### src/rtl/rbs_pkg.sv
// rbs_pkg -- shared types and constants for the shared barrel-shifter scheduler.
//   rbs_state_e   : scheduler FSM states
//   RBS_MAX_PASS  : largest amount the external shifter handles in one pass
//   rbs_id_width  : width of a requester index (never below 1 bit)
package rbs_pkg;

  typedef enum logic [1:0] {
    IDLE  = 2'd0,
    SHIFT = 2'd1,
    DONE  = 2'd2
  } rbs_state_e;

  localparam logic [2:0] RBS_MAX_PASS = 3'd7;

  function automatic int rbs_id_width(input int n);
    return (n > 1) ? $clog2(n) : 1;
  endfunction

endpackage

### src/rtl/rbs_rr_arbiter.sv
// rbs_rr_arbiter -- combinational round-robin pick.
//   req       in   NREQ   request vector
//   rr_ptr    in   ID_W   index searched first; search wraps upward
//   grant_oh  out  NREQ   one-hot grant (zero when no request)
//   grant_idx out  ID_W   index of the granted requester
//   grant_any out  1      at least one request present
module rbs_rr_arbiter
  import rbs_pkg::*;
#(
  parameter int NREQ = 2,
  parameter int ID_W = rbs_id_width(NREQ)
) (
  input  logic [NREQ-1:0] req,
  input  logic [ID_W-1:0] rr_ptr,
  output logic [NREQ-1:0] grant_oh,
  output logic [ID_W-1:0] grant_idx,
  output logic            grant_any
);

  always_comb begin
    grant_oh  = '0;
    grant_idx = '0;
    grant_any = 1'b0;
    // k walks the search order (rr_ptr first), j matches the physical requester
    for (int k = 0; k < NREQ; k++) begin
      for (int j = 0; j < NREQ; j++) begin
        if (!grant_any && req[j] && (j == ((int'(rr_ptr) + k) % NREQ))) begin
          grant_any   = 1'b1;
          grant_oh[j] = 1'b1;
          grant_idx   = ID_W'(j);
        end
      end
    end
  end

endmodule

### src/rtl/rbs_shift_scheduler.sv
// rbs_shift_scheduler -- time-shares one external 8-bit left barrel shifter
// (0..7 per pass) among NREQ requesters. One job in flight; amounts above 7
// recirculate the shifter output over several passes.
//   clk, rst_n             clock, async active-low reset
//   req_valid/ready        per-requester job handshake (ready one-hot or zero)
//   req_data, req_amt      packed per-requester operand and shift amount
//   sh_x, sh_y / sh_z      operand and pass amount to the shifter / its result
//   rsp_valid/ready        result handshake; rsp_data, rsp_id carry the result
//   busy                   high whenever a job is held
//
// state | meaning
// IDLE  | waiting for a request; grants one job per visit
// SHIFT | one shifter pass per cycle until the amount is used up
// DONE  | result presented, held until rsp_ready
module rbs_shift_scheduler
  import rbs_pkg::*;
#(
  parameter  int NREQ  = 2,
  parameter  int AMT_W = 5,
  localparam int ID_W  = rbs_id_width(NREQ)
) (
  input  logic                  clk,
  input  logic                  rst_n,
  input  logic [NREQ-1:0]       req_valid,
  input  logic [8*NREQ-1:0]     req_data,
  input  logic [AMT_W*NREQ-1:0] req_amt,
  output logic [NREQ-1:0]       req_ready,
  output logic [7:0]            sh_x,
  output logic [2:0]            sh_y,
  input  logic [7:0]            sh_z,
  output logic                  rsp_valid,
  output logic [7:0]            rsp_data,
  output logic [ID_W-1:0]       rsp_id,
  input  logic                  rsp_ready,
  output logic                  busy
);

  rbs_state_e       state;
  logic [ID_W-1:0]  rr_ptr;
  logic [7:0]       work;
  logic [AMT_W-1:0] remain;

  logic [NREQ-1:0]  grant_oh;
  logic [ID_W-1:0]  grant_idx;
  logic             grant_any;
  logic [ID_W-1:0]  ptr_next;
  logic [2:0]       pass_amt;
  logic [AMT_W-1:0] remain_next;

  rbs_rr_arbiter #(
    .NREQ (NREQ),
    .ID_W (ID_W)
  ) u_arb (
    .req       (req_valid),
    .rr_ptr    (rr_ptr),
    .grant_oh  (grant_oh),
    .grant_idx (grant_idx),
    .grant_any (grant_any)
  );

  // remain is a down-counter; each pass consumes at most RBS_MAX_PASS of it
  assign pass_amt    = (remain > AMT_W'(RBS_MAX_PASS)) ? RBS_MAX_PASS : remain[2:0];
  assign remain_next = remain - AMT_W'(pass_amt);
  assign ptr_next    = (grant_idx == ID_W'(NREQ - 1)) ? '0 : grant_idx + ID_W'(1);

  // shifter inputs held at zero outside SHIFT so the shared block sees no toggling
  assign sh_x      = (state == SHIFT) ? work : 8'h00;
  assign sh_y      = (state == SHIFT) ? pass_amt : 3'd0;
  assign req_ready = (state == IDLE) ? grant_oh : '0;
  assign busy      = (state != IDLE);

  always_ff @(posedge clk or negedge rst_n) begin
    if (!rst_n) begin
      state     <= IDLE;
      rr_ptr    <= '0;
      work      <= '0;
      remain    <= '0;
      rsp_valid <= 1'b0;
      rsp_data  <= '0;
      rsp_id    <= '0;
    end else begin
      case (state)
        IDLE: begin
          if (grant_any) begin
            work   <= req_data[8*grant_idx +: 8];
            remain <= req_amt[AMT_W*grant_idx +: AMT_W];
            rsp_id <= grant_idx;
            rr_ptr <= ptr_next;
            state  <= SHIFT;
          end
        end
        SHIFT: begin
          // amount 0 lands here too and leaves after a single zero-shift pass
          work   <= sh_z;
          remain <= remain_next;
          if (remain_next == '0) begin
            rsp_data  <= sh_z;
            rsp_valid <= 1'b1;
            state     <= DONE;
          end
        end
        DONE: begin
          if (rsp_ready) begin
            rsp_valid <= 1'b0;
            state     <= IDLE;
          end
        end
        default: state <= IDLE;
      endcase
    end
  end

endmodule

### config.mk
export PLATFORM = sky130hd
export DESIGN_NAME = rbs_shift_scheduler
export DESIGN_NICKNAME = d
export VERILOG_FILES = /design/src/rtl/rbs_pkg.sv /design/src/rtl/rbs_rr_arbiter.sv /design/src/rtl/rbs_shift_scheduler.sv
export SDC_FILE = /design/constraint.sdc
export NUM_CORES = 1
export LEC_CHECK = 0
export CAP_MARGIN = 20
export CORE_MARGIN = 4
export CORE_UTILIZATION = 46
export DETAILED_ROUTE_END_ITERATION = 8
export GPL_ROUTABILITY_DRIVEN = 0
export PLACE_DENSITY_LB_ADDON = 0.15
export SLEW_MARGIN = 10
export SYNTH_ARGS = -nofsm -noshare
export SYNTH_HDL_FRONTEND = slang
export SYNTH_SLANG_ARGS = --single-unit
export TNS_END_PERCENT = 100
### constraint.sdc
create_clock -name clk -period 4.9 [get_ports clk]
set_clock_uncertainty 0.15 [all_clocks]
set_input_delay 0.98 -clock clk [delete_from_list [all_inputs] [get_ports clk]]
set_output_delay 0.98 -clock clk [all_outputs]
set_load 0.05 [all_outputs]
### A small window of the routed layout

Window x 13 to 53, y 26 to 66 um. Cells in grey, sequential cells in the stronger grey; small squares are vias.
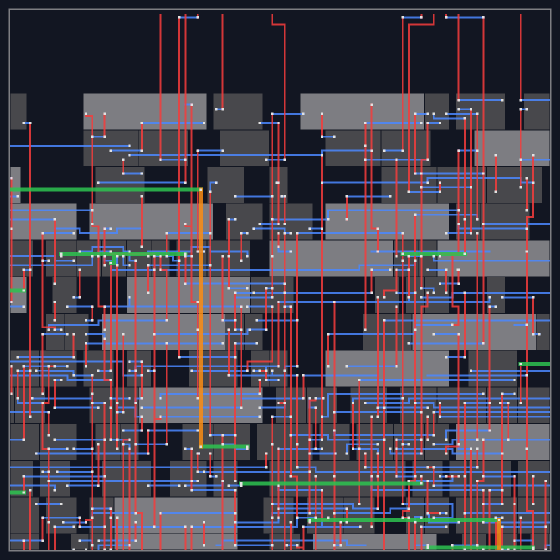
- blue: metal 1
- orange: metal 4
- red: metal 2
- green: metal 3
- netlist names of flops here include: work (7), rsp_data (4), state (2)
- sequential cells in the window: 15
- most frequent: clkdlybuf4s50_1 (17), dfrtp_1 (15), o21ai_0 (11)
- cells with their middle in the window: 102

### Routing congestion

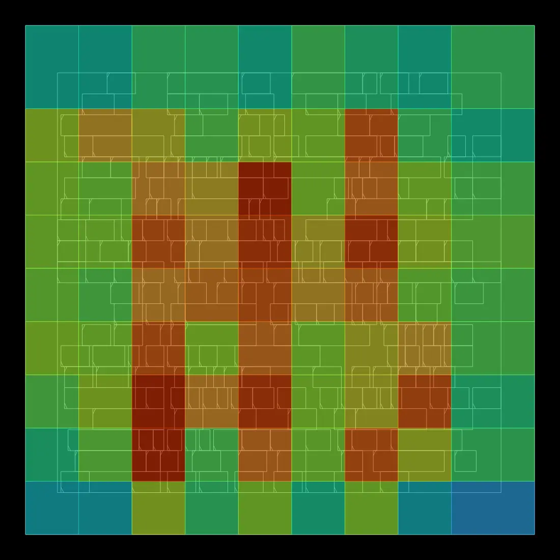
global-route met3 utilization: 0.0442
most congested layer reported by global routing: met2

metal layers:
layer	vias to the layer above	GRT usage
met2	55	0.360
met5	-	0
li1	705	-
met4	0	0.0711
met1	711	0.268
met3	4	0.0442
cell usage after synthesis (2+ instances only):
master | count | area (sq um)
sky130_fd_sc_hd__or2_1 | 2 | 12.5
sky130_fd_sc_hd__nor2_1 | 13 | 48.8
sky130_fd_sc_hd__clkbuf_1 | 2 | 7.51
sky130_fd_sc_hd__a21boi_0 | 6 | 45.0
sky130_fd_sc_hd__buf_2 | 4 | 20.0
sky130_fd_sc_hd__o21ai_0 | 16 | 80.1
sky130_fd_sc_hd__and2_1 | 8 | 50.1
sky130_fd_sc_hd__or2_2 | 2 | 12.5
sky130_fd_sc_hd__nand2_1 | 9 | 33.8
sky130_fd_sc_hd__mux2_2 | 7 | 78.8
sky130_fd_sc_hd__nand2b_1 | 4 | 25.0
sky130_fd_sc_hd__and3_1 | 11 | 68.8
sky130_fd_sc_hd__inv_1 | 4 | 15.0
sky130_fd_sc_hd__o31ai_1 | 2 | 15.0
sky130_fd_sc_hd__dfrtp_1 | 26 | 651
sky130_fd_sc_hd__o21a_1 | 3 | 22.5
sky130_fd_sc_hd__a31oi_1 | 3 | 18.8
sky130_fd_sc_hd__a211oi_1 | 6 | 45.0
sky130_fd_sc_hd__buf_6 | 3 | 33.8
sky130_fd_sc_hd__a31o_2 | 3 | 26.3
sky130_fd_sc_hd__a21oi_1 | 13 | 65.1
layout make-up:
cell class / count / area (sq um) / share of cell area
flip-flops and latches: 26 / 651 / 0.295
well taps: 44 / 55.1 / 0.0250
repair buffers: 64 / 636 / 0.288
multi-input cells: 123 / 797 / 0.361
clock buffers: 3 / 22.5 / 0.0102
clock inverters: 1 / 30.0 / 0.0136
inverters: 4 / 15.0 / 0.00681
==> reports/summary.txt <==
run status: finished, final reports clean
Filler Cells Inserted: 257
power group with the highest consumption: combinational logic
pin count of the biggest net entering global routing: 27
actual slew at the worst max-slew pin: 0.911 ns
portion of the clock cycle consumed by the worst path in the final layout: 0.868
internal power contribution: 813 uW
Max Used Layer: met4
dominant kind of combinational cell: AND-OR/OR-AND gates
Power Sequential: 406 uW
Hold WC Path Type: reg2reg
worst hold margin: 0.350 ns
Worst R2R End: rsp_data[7]
non-filler cells, final: 265
detailed-route wire length: 4.30 mm
total nets after synthesis: 204
CP Depth: 5
VDD IR max: 0.450 mV
cell count of the worst reg-to-reg path: 7
sequential-to-total area share from yosys stat: 0.421
beginning of the worst hold path: work[1]
length of routed met3 wiring: 242 um
via count of the first global-routing pass: 1503
Chip Area, Yosys: 1550 sq um
Clk pwr share: 0.091
post-cts repair resize count: 0
final design area excluding fillers: 2210 sq um
multiplexer fraction of the synthesized cell area: 0.0647
Layout area overhead: 42.6%
slowest stage cell on the critical path: sky130_fd_sc_hd__clkdlybuf4s50_1
cell count in the Yosys report: 164
final slew viol count: 0
core utilization before placement: 0.494
Clk pin slew, worst setup/hold paths: 0.15 ns
detailed-placement wirelength estimate: 3.18 mm
post-synthesis share of cell area spent on full adders, half adders and majority gates: 0.00809
P_sw: 831 uW
power attributed to the clock group: 150 uW
area fraction in compound gates: 0.244
setup slack at placement: 0.673 ns
largest buffer count on any clock path: 2
Post-Route Setup TNS: 0 ns
startpoint of the worst-slack reg-to-reg timing path: remain[4]
Latency at later pin: 0.33 ns
worst reg-to-reg setup slack: 2.56 ns
final count of negative-setup-slack endpoints: 0
area inside the core boundary: 3130 sq um
Worst Slack Setup Final: 0.647 ns
largest driver fanout on the critical path: 18
number of violations reported at the end of detailed-routing iteration 0: 86
startpoint of the worst setup timing path: req_valid[0]
synthesized instance count: 164
GR Overflow Total: 0
power density relative to cell area: 746 nW/um^2
site row count: 20
horizontal die size: 66.0 um
Die Size: 4350 sq um
Num CTS Buffers: 3
final net count: 262
Cell Type Count: 38
total met2 wirelength after detailed routing: 2.17 mm
number of flops mapped to enable cells by yosys: 0
startpoint class of the critical path: primary input
min cycle time layout: 4.25 ns
post-synthesis sequential element count: 26
Worst setup EP type: output port
CP arrival: 3.12 ns
Switching Fraction: 0.505
worst-case hold path end point: work[1]
xor+xnor area frac: 0.00566
area of the mapped netlist: 1550 sq um
Tot GR Track Use: 0.212
number of design rule violations left after detail routing: 0
Relative slew margins: 0.390
cell-by-cell trace of the critical path: clkdlybuf4s50_1 > nand2b_1 > nand2_2 > nor2_1 > clkdlybuf4s50_1
Tot Pwr: 1640 uW
Dominant flop cell: sky130_fd_sc_hd__dfrtp_1
average footprint of a synthesized cell: 9.43 sq um
global-route wire length before repair: 7.00 mm
Power is estimated from default activity; no workload was simulated.
